===== config.mk =====
export PLATFORM = sky130hd
export DESIGN_NAME = mio_fabric_flat
export DESIGN_NICKNAME = d
export VERILOG_FILES = /design/src/rtl/mio_pkg.sv /design/src/rtl/mio_fabric_if.sv /design/src/rtl/mio_decode.sv /design/src/rtl/mio_fabric.sv /design/src/flat_wrapper.sv
export SDC_FILE = /design/constraint.sdc
export NUM_CORES = 1
export LEC_CHECK = 0
export ABC_AREA = 1
export CAP_MARGIN = 20
export CORE_UTILIZATION = 44
export CTS_BUF_LIST = sky130_fd_sc_hd__clkbuf_16
export CTS_CLUSTER_DIAMETER = 50
export DETAILED_ROUTE_END_ITERATION = 6
export GPL_TIMING_DRIVEN = 0
export PLACE_DENSITY = 0.91
export SLEW_MARGIN = 15
export SYNTH_ARGS = -nofsm -noshare
export SYNTH_HDL_FRONTEND = slang
export SYNTH_SLANG_ARGS = --single-unit
export TNS_END_PERCENT = 5

===== constraint.sdc =====
create_clock -name clk -period 1.79 [get_ports clk]
set_clock_uncertainty 0.05 [all_clocks]
set_input_delay 0.2685 -clock clk [delete_from_list [all_inputs] [get_ports clk]]
set_output_delay 0.2685 -clock clk [all_outputs]
set_load 0.01 [all_outputs]

===== src/rtl/mio_pkg.sv =====
// Shared types and constants for the CPU memory/IO fabric.
package mio_pkg;

  typedef enum logic [2:0] {
    ST_IDLE,
    ST_LOCAL,
    ST_SLAVE,
    ST_DECERR,
    ST_RESP
  } mio_state_e;

  // Width of the local-bank word index (covers up to 16 regs + 2 status words)
  localparam int unsigned LIDX_W   = 5;
  localparam int unsigned ERRCNT_W = 8;

  // Status word offsets, counted past the last local register
  localparam int unsigned STAT_ERR_ADDR = 0;
  localparam int unsigned STAT_ERR_CNT  = 1;

  function automatic logic [ERRCNT_W-1:0] sat_inc(input logic [ERRCNT_W-1:0] v);
    return (v == '1) ? v : v + ERRCNT_W'(1);
  endfunction

endpackage


===== src/rtl/mio_fabric_if.sv =====
// CPU data-bus request/response channel.
interface mio_fabric_if;

  logic        cpu_req;
  logic        cpu_we;
  logic [31:0] cpu_addr;
  logic [31:0] cpu_wdata;
  logic [31:0] cpu_rdata;
  logic        cpu_ack;
  logic        cpu_err;

  modport master (
    output cpu_req, cpu_we, cpu_addr, cpu_wdata,
    input  cpu_rdata, cpu_ack, cpu_err
  );

  modport slave (
    input  cpu_req, cpu_we, cpu_addr, cpu_wdata,
    output cpu_rdata, cpu_ack, cpu_err
  );

endinterface


===== src/rtl/mio_decode.sv =====
// Combinational address decoder: local bank, status words, then slaves
// in ascending index order (lowest index wins on overlap).
module mio_decode
  import mio_pkg::*;
#(
  parameter int unsigned          NSLV     = 4,
  parameter logic [32*NSLV-1:0]   SLV_BASE = {NSLV{32'h0}},
  parameter logic [32*NSLV-1:0]   SLV_MASK = {NSLV{32'h0}},
  parameter logic [31:0]          LOC_BASE = 32'h0000_1000,
  parameter int unsigned          NLOC     = 2
) (
  input  logic [31:0]       addr_i,
  output logic              loc_hit_o,
  output logic [LIDX_W-1:0] loc_idx_o,
  output logic              stat_hit_o,
  output logic [NSLV-1:0]   slv_onehot_o
);

  logic [29:0] woff;
  logic        found;

  // Word offset into the local bank decides register vs status vs external
  always_comb begin
    woff         = addr_i[31:2] - LOC_BASE[31:2];
    loc_hit_o    = (woff < 30'(NLOC));
    stat_hit_o   = !loc_hit_o && (woff < 30'(NLOC + 2));
    loc_idx_o    = woff[LIDX_W-1:0];
    slv_onehot_o = '0;
    found        = 1'b0;
    if (!loc_hit_o && !stat_hit_o) begin
      for (int unsigned i = 0; i < NSLV; i++) begin
        if (!found && ((addr_i & SLV_MASK[32*i +: 32]) == SLV_BASE[32*i +: 32])) begin
          slv_onehot_o[i] = 1'b1;
          found           = 1'b1;
        end
      end
    end
  end

endmodule


===== src/rtl/mio_fabric.sv =====
// Handshaked CPU memory/IO fabric: decodes one request onto a local
// register bank, status words or one of NSLV external slaves, with wait
// states, timeout and error capture.
module mio_fabric
  import mio_pkg::*;
#(
  parameter int unsigned          NSLV     = 4,
  parameter logic [32*NSLV-1:0]   SLV_BASE = {NSLV{32'h0}},
  parameter logic [32*NSLV-1:0]   SLV_MASK = {NSLV{32'h0}},
  parameter logic [31:0]          LOC_BASE = 32'h0000_1000,
  parameter int unsigned          NLOC     = 2,
  parameter int unsigned          TIMEOUT  = 15,
  parameter int unsigned          TO_W     = 4
) (
  input  logic                 clk,
  input  logic                 rst,
  mio_fabric_if.slave          cpu,
  output logic [NSLV-1:0]      slv_sel,
  output logic                 slv_we,
  output logic [31:0]          slv_addr,
  output logic [31:0]          slv_wdata,
  input  logic [NSLV*32-1:0]   slv_rdata,
  input  logic [NSLV-1:0]      slv_ready,
  output logic [NLOC*32-1:0]   loc_q
);

  mio_state_e          state_q;
  logic                ack_q, err_q;
  logic [31:0]         rdata_q;
  logic [NSLV-1:0]     sel_q;
  logic                we_q;
  logic [31:0]         addr_q, wdata_q;
  logic [31:0]         loc_regs_q [NLOC];
  logic [31:0]         err_addr_q;
  logic [ERRCNT_W-1:0] err_cnt_q;
  logic [TO_W-1:0]     to_q;
  logic [LIDX_W-1:0]   idx_q;
  logic                stat_q;

  logic                dec_loc_hit, dec_stat_hit;
  logic [LIDX_W-1:0]   dec_idx;
  logic [NSLV-1:0]     dec_onehot;
  logic [31:0]         sel_rdata, loc_rdata;
  logic                sel_ready;

  mio_decode #(
    .NSLV     (NSLV),
    .SLV_BASE (SLV_BASE),
    .SLV_MASK (SLV_MASK),
    .LOC_BASE (LOC_BASE),
    .NLOC     (NLOC)
  ) u_decode (
    .addr_i       (cpu.cpu_addr),
    .loc_hit_o    (dec_loc_hit),
    .loc_idx_o    (dec_idx),
    .stat_hit_o   (dec_stat_hit),
    .slv_onehot_o (dec_onehot)
  );

  assign cpu.cpu_ack   = ack_q;
  assign cpu.cpu_err   = err_q;
  assign cpu.cpu_rdata = rdata_q;
  assign slv_sel       = sel_q;
  assign slv_we        = we_q;
  assign slv_addr      = addr_q;
  assign slv_wdata     = wdata_q;

  for (genvar k = 0; k < NLOC; k++) begin : g_loc
    assign loc_q[32*k +: 32] = loc_regs_q[k];
  end

  // Read-data muxes for the selected slave and the addressed local word
  always_comb begin
    sel_rdata = '0;
    for (int unsigned i = 0; i < NSLV; i++) begin
      if (sel_q[i]) sel_rdata |= slv_rdata[32*i +: 32];
    end
    sel_ready = |(slv_ready & sel_q);
    loc_rdata = '0;
    if (stat_q) begin
      loc_rdata = (idx_q == LIDX_W'(NLOC + STAT_ERR_ADDR)) ? err_addr_q
                : {{(32-ERRCNT_W){1'b0}}, err_cnt_q};
    end else begin
      for (int unsigned k = 0; k < NLOC; k++) begin
        if (idx_q == LIDX_W'(k)) loc_rdata = loc_regs_q[k];
      end
    end
  end

  // Access sequencer; all CPU and slave-side outputs are registered here
  always_ff @(posedge clk) begin
    if (rst) begin
      state_q    <= ST_IDLE;
      ack_q      <= 1'b0;
      err_q      <= 1'b0;
      rdata_q    <= '0;
      sel_q      <= '0;
      we_q       <= 1'b0;
      addr_q     <= '0;
      wdata_q    <= '0;
      loc_regs_q <= '{default: '0};
      err_addr_q <= '0;
      err_cnt_q  <= '0;
      to_q       <= '0;
      idx_q      <= '0;
      stat_q     <= 1'b0;
    end else begin
      ack_q <= 1'b0;
      case (state_q)
        ST_IDLE: begin
          if (cpu.cpu_req) begin
            we_q    <= cpu.cpu_we;
            addr_q  <= cpu.cpu_addr;
            wdata_q <= cpu.cpu_wdata;
            idx_q   <= dec_idx;
            stat_q  <= dec_stat_hit;
            to_q    <= '0;
            if (dec_loc_hit || dec_stat_hit) begin
              state_q <= ST_LOCAL;
            end else if (|dec_onehot) begin
              sel_q   <= dec_onehot;
              state_q <= ST_SLAVE;
            end else begin
              state_q <= ST_DECERR;
            end
          end
        end
        ST_LOCAL: begin
          if (we_q) begin
            if (stat_q) begin
              if (idx_q == LIDX_W'(NLOC + STAT_ERR_CNT)) err_cnt_q <= '0;
            end else begin
              for (int unsigned k = 0; k < NLOC; k++) begin
                if (idx_q == LIDX_W'(k)) loc_regs_q[k] <= wdata_q;
              end
            end
          end else begin
            rdata_q <= loc_rdata;
          end
          ack_q   <= 1'b1;
          err_q   <= 1'b0;
          state_q <= ST_RESP;
        end
        ST_SLAVE: begin
          // Ready takes precedence over an expiring timeout in the same cycle
          if (sel_ready) begin
            if (!we_q) rdata_q <= sel_rdata;
            ack_q   <= 1'b1;
            err_q   <= 1'b0;
            sel_q   <= '0;
            state_q <= ST_RESP;
          end else if (to_q == TO_W'(TIMEOUT)) begin
            ack_q      <= 1'b1;
            err_q      <= 1'b1;
            rdata_q    <= '0;
            err_addr_q <= addr_q;
            err_cnt_q  <= sat_inc(err_cnt_q);
            sel_q      <= '0;
            state_q    <= ST_RESP;
          end else begin
            to_q <= to_q + TO_W'(1);
          end
        end
        ST_DECERR: begin
          ack_q      <= 1'b1;
          err_q      <= 1'b1;
          rdata_q    <= '0;
          err_addr_q <= addr_q;
          err_cnt_q  <= sat_inc(err_cnt_q);
          state_q    <= ST_RESP;
        end
        ST_RESP: begin
          err_q   <= 1'b0;
          state_q <= ST_IDLE;
        end
        default: state_q <= ST_IDLE;
      endcase
    end
  end

endmodule

===== src/flat_wrapper.sv =====
// flat-port wrapper written by rule: the top's interface ports become plain ports
module mio_fabric_flat import mio_pkg::*;
#(
  parameter int unsigned          NSLV     = 4,
  parameter logic [32*NSLV-1:0]   SLV_BASE = {NSLV{32'h0}},
  parameter logic [32*NSLV-1:0]   SLV_MASK = {NSLV{32'h0}},
  parameter logic [31:0]          LOC_BASE = 32'h0000_1000,
  parameter int unsigned          NLOC     = 2,
  parameter int unsigned          TIMEOUT  = 15,
  parameter int unsigned          TO_W     = 4
)
  (clk, rst, slv_sel, slv_we, slv_addr, slv_wdata, slv_rdata, slv_ready, loc_q, cpu_cpu_req, cpu_cpu_we, cpu_cpu_addr, cpu_cpu_wdata, cpu_cpu_rdata, cpu_cpu_ack, cpu_cpu_err);
  mio_fabric_if cpu_i ();
  input  logic clk;
  input  logic rst;
  output logic [NSLV-1:0] slv_sel;
  output logic slv_we;
  output logic [31:0] slv_addr;
  output logic [31:0] slv_wdata;
  input  logic [NSLV*32-1:0] slv_rdata;
  input  logic [NSLV-1:0] slv_ready;
  output logic [NLOC*32-1:0] loc_q;
  input wire logic [$bits(cpu_i.cpu_req)-1:0] cpu_cpu_req;
  input wire logic [$bits(cpu_i.cpu_we)-1:0] cpu_cpu_we;
  input wire logic [$bits(cpu_i.cpu_addr)-1:0] cpu_cpu_addr;
  input wire logic [$bits(cpu_i.cpu_wdata)-1:0] cpu_cpu_wdata;
  output wire logic [$bits(cpu_i.cpu_rdata)-1:0] cpu_cpu_rdata;
  output wire logic [$bits(cpu_i.cpu_ack)-1:0] cpu_cpu_ack;
  output wire logic [$bits(cpu_i.cpu_err)-1:0] cpu_cpu_err;
  assign cpu_i.cpu_req = cpu_cpu_req;
  assign cpu_i.cpu_we = cpu_cpu_we;
  assign cpu_i.cpu_addr = cpu_cpu_addr;
  assign cpu_i.cpu_wdata = cpu_cpu_wdata;
  assign cpu_cpu_rdata = cpu_i.cpu_rdata;
  assign cpu_cpu_ack = cpu_i.cpu_ack;
  assign cpu_cpu_err = cpu_i.cpu_err;
  mio_fabric #(.NSLV(NSLV), .SLV_BASE(SLV_BASE), .SLV_MASK(SLV_MASK), .LOC_BASE(LOC_BASE), .NLOC(NLOC), .TIMEOUT(TIMEOUT), .TO_W(TO_W)) u_core (.clk(clk), .rst(rst), .cpu(cpu_i), .slv_sel(slv_sel), .slv_we(slv_we), .slv_addr(slv_addr), .slv_wdata(slv_wdata), .slv_rdata(slv_rdata), .slv_ready(slv_ready), .loc_q(loc_q));
endmodule

==> flow_summary.toml <==
# generated from flow reports
[outcome]
status = "finished, violations left"
violations = "setup timing"

[clock_network]
cts_root_buffer = "clkbuf_16"
numCtsBuffers = 24

[worst_setup_path]
crit_cells = 7
rr_worst_depth = 7
critPathMaxStageDelay_ps = 430
worst-path-max-fanout = 10

[logic_synthesis]
netlist_area_um2 = 9170
syn_inst = 1229
numSynthFlops = 212
yosysWarnings = 0
top_cells_by_area = "dfxtp_1 (46%), a21oi_1 (15%), o21ai_0 (11%)"
synth-main-ff-cell = "dfxtp_1"
async_flop_share = 0
top_area_cell = "dfxtp_1"

[floorplanning]
dieWidth_um = 146.4
fp_util = 0.4503

[global_routing]
grt_overflow_total = 0
busiest_layer = "met2"

[timing]
rsz0062_at_grt = "yes"
setup_slack_ps = -14.86
final.setup.tns_ps = -17.49
final-setup-viol-count = 2
fmax_mhz = 554.1
fin_crit_ps = 1805
hold_violations = 0

[routing]
initialDrtViolationCount = 836
routed.top_layer = "met4"
via_per_inst = 5.584
route.detailed.drc = 0

[pwr]
ir_worst_vdd_mv = 0.7649
p_leak_nw = 5.814
fin_total_pwr_mw = 11.82
switching_share = 0.2736
clkPwrFrac = 0.416
p_int_mw = 8.589

[placed_design]
place_hpwl_mm = 25.16
gp_congestion = 0.9541

[layout]
nets = 1742
num_antenna_cells = 0

[worst_hold_path]
hp-start = "cpu_cpu_addr[15]"
==> layout by cell type (no fill, tap or decap), types with 6 or more instances in the layout <==
cell type        count
nor2_1              46
clkbuf_4             7
clkinv_2             6
clkbuf_16           26
o22ai_1             32
clkbuf_2            12
dlygate4sd2_1       10
o21ai_0            176
nand2_1            105
buf_2               12
clkbuf_1            30
inv_2                8
nor2_2              16
nand2_4              6
nor2_4              10
nand3_1             15
dlymetal6s2s_1      47
buf_4               20
dfxtp_2              8
o21ai_1             53
buf_6               13
dfxtp_1            203
clkdlybuf4s50_1    206
a21oi_1            262
inv_1              162
==> power by group through the flow <==
stage	combinational, mW	sequential [mW]	clock [mW]
floorplan	0.707	5.22	0
global placement	1.68	5.16	0
detailed placement	1.72	5.17	0
CTS	1.77	5.07	4.91
global route	1.95	5.09	5.13
finish	1.83	5.08	4.92
==> stage by stage <==
stage | instances | area [um^2] | setup slack [ps] | hold slack (ps)
2_1_floorplan | 1231 | 9178 | 158.4 | 362.3
5_1_grt | 1828 | 13500 | -59.32 | 150.4
4_1_cts | 1816 | 13090 | -46.59 | 152.0
3_3_place_gp | 1764 | 12150 | -656.3 | 398.2
6_report | 1828 | 13500 | -14.86 | 119.0
3_5_place_dp | 1764 | 12150 | -666.5 | 405.5
==> layout make-up <==
class / instances / area [um^2] / area share
Sequential cell: 212 / 4258 / 0.3153
Multi-Input combinational cell: 762 / 3959 / 0.2932
Clock inverter: 19 / 156.4 / 0.01158
Inverter: 173 / 666.9 / 0.04939
Tap cell: 270 / 337.8 / 0.02502
Buffer: 84 / 568.0 / 0.04207
Clock buffer: 25 / 625.6 / 0.04633
Timing Repair Buffer: 283 / 2932 / 0.2171
==> worst min path at each step <==
stage                                endpoint  slack, ps  cells after the start
after floorplan            u_core.slv_addr[0]        360                      2
after global placement     u_core.cpu.cpu_err        400                      2
after detailed placement   u_core.cpu.cpu_err        410                      2
after CTS                       u_core.slv_we        150                      2
after global routing      u_core.slv_addr[15]        150                      3
final                     u_core.slv_addr[15]        120                      3
==> timing repair <==
item / CTS / global route
cloned: 1 / 3
resized: 54 / 136
endpoints found under the setup margin: 206 / 219
setup buffers: 7 / 9
pin swaps: 4 / 12
==> registers in the layout, summed over array words and instances (netlist names) <==
name                  count
u_core.slv_we             1
u_core.state_q            3
u_core.cpu.cpu_err        1
u_core.cpu.cpu_ack        1
u_core.slv_wdata         32
u_core.err_addr_q        32
u_core.stat_q             1
u_core.to_q               4
u_core.slv_sel            1
u_core.err_cnt_q          8
u_core.loc_q             64
u_core.slv_addr          32
u_core.cpu.cpu_rdata     32
==> worst reg2reg max path: stages (launching register included) <==
cell and delay [ps]:
dfxtp_1 430, inv_1 120, nand4_1 110, buf_4 180, clkbuf_4 220, o22ai_1 120
o21ai_0 330, a21oi_1 110
==> kinds of logic (layout without fill, tap and decap cells) <==
logic type / after synthesis / count (layout) / share of synthesized area
and+or+nand+nor: 219 / 219 / 0.1111
buffers and inverters: 257 / 584 / 0.1198
AOI/OAI and AO/OA: 535 / 535 / 0.3003
other: 1 / 3 / 0.0004089
DFF: 212 / 212 / 0.4628
adders and majority gates: 2 / 2 / 0.002728
xor gates and xnor gates: 3 / 3 / 0.002866
Fig. 1: M1 wires
Supply wires on this layer in grey.
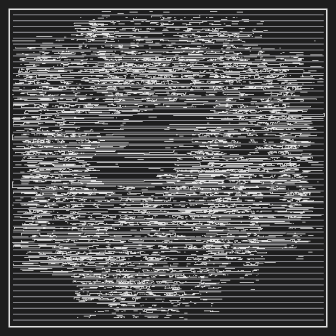
The layer holds 39% of the routed length. 1502 nets have wire on it. The layer carries 13400 um of wire. The longest straight run is 48.3 um.
routed via count: 10.21k
Total Wirelength: 34.60 mm
M1 GR Usage: 0.3725

Fig. 2: met2 routing
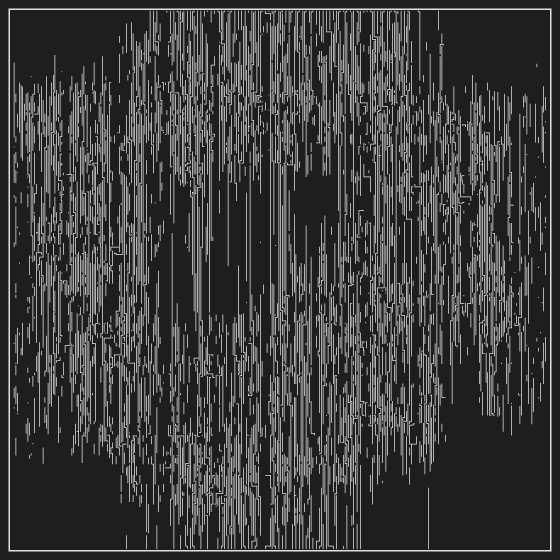
The longest straight run is 78.9 um. The wires run mostly vertical. 1421 nets have wire on it. The layer holds 49% of the routed length.
grt met2 use: 0.5324

Fig. 3: metal 3
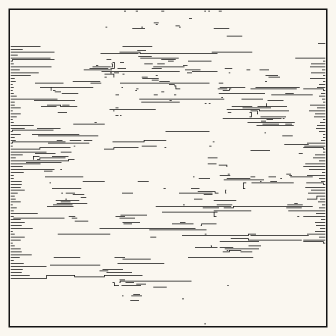
The layer holds 8.7% of the routed length. The longest straight run is 44.2 um.
M3 GR Usage: 0.05469

Fig. 4: the metal 4 layer
Scale bar: 50 um. Supply wires on this layer in grey.
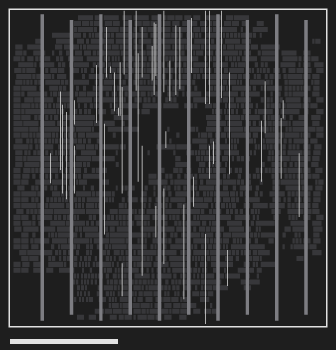
The wires run mostly vertical. The layer holds 3.7% of the routed length. 40 nets have wire on it. The layer carries 1280 um of wire. The longest straight run is 59.8 um.

Power figures rest on the tool's default switching activity, not on a simulated workload.
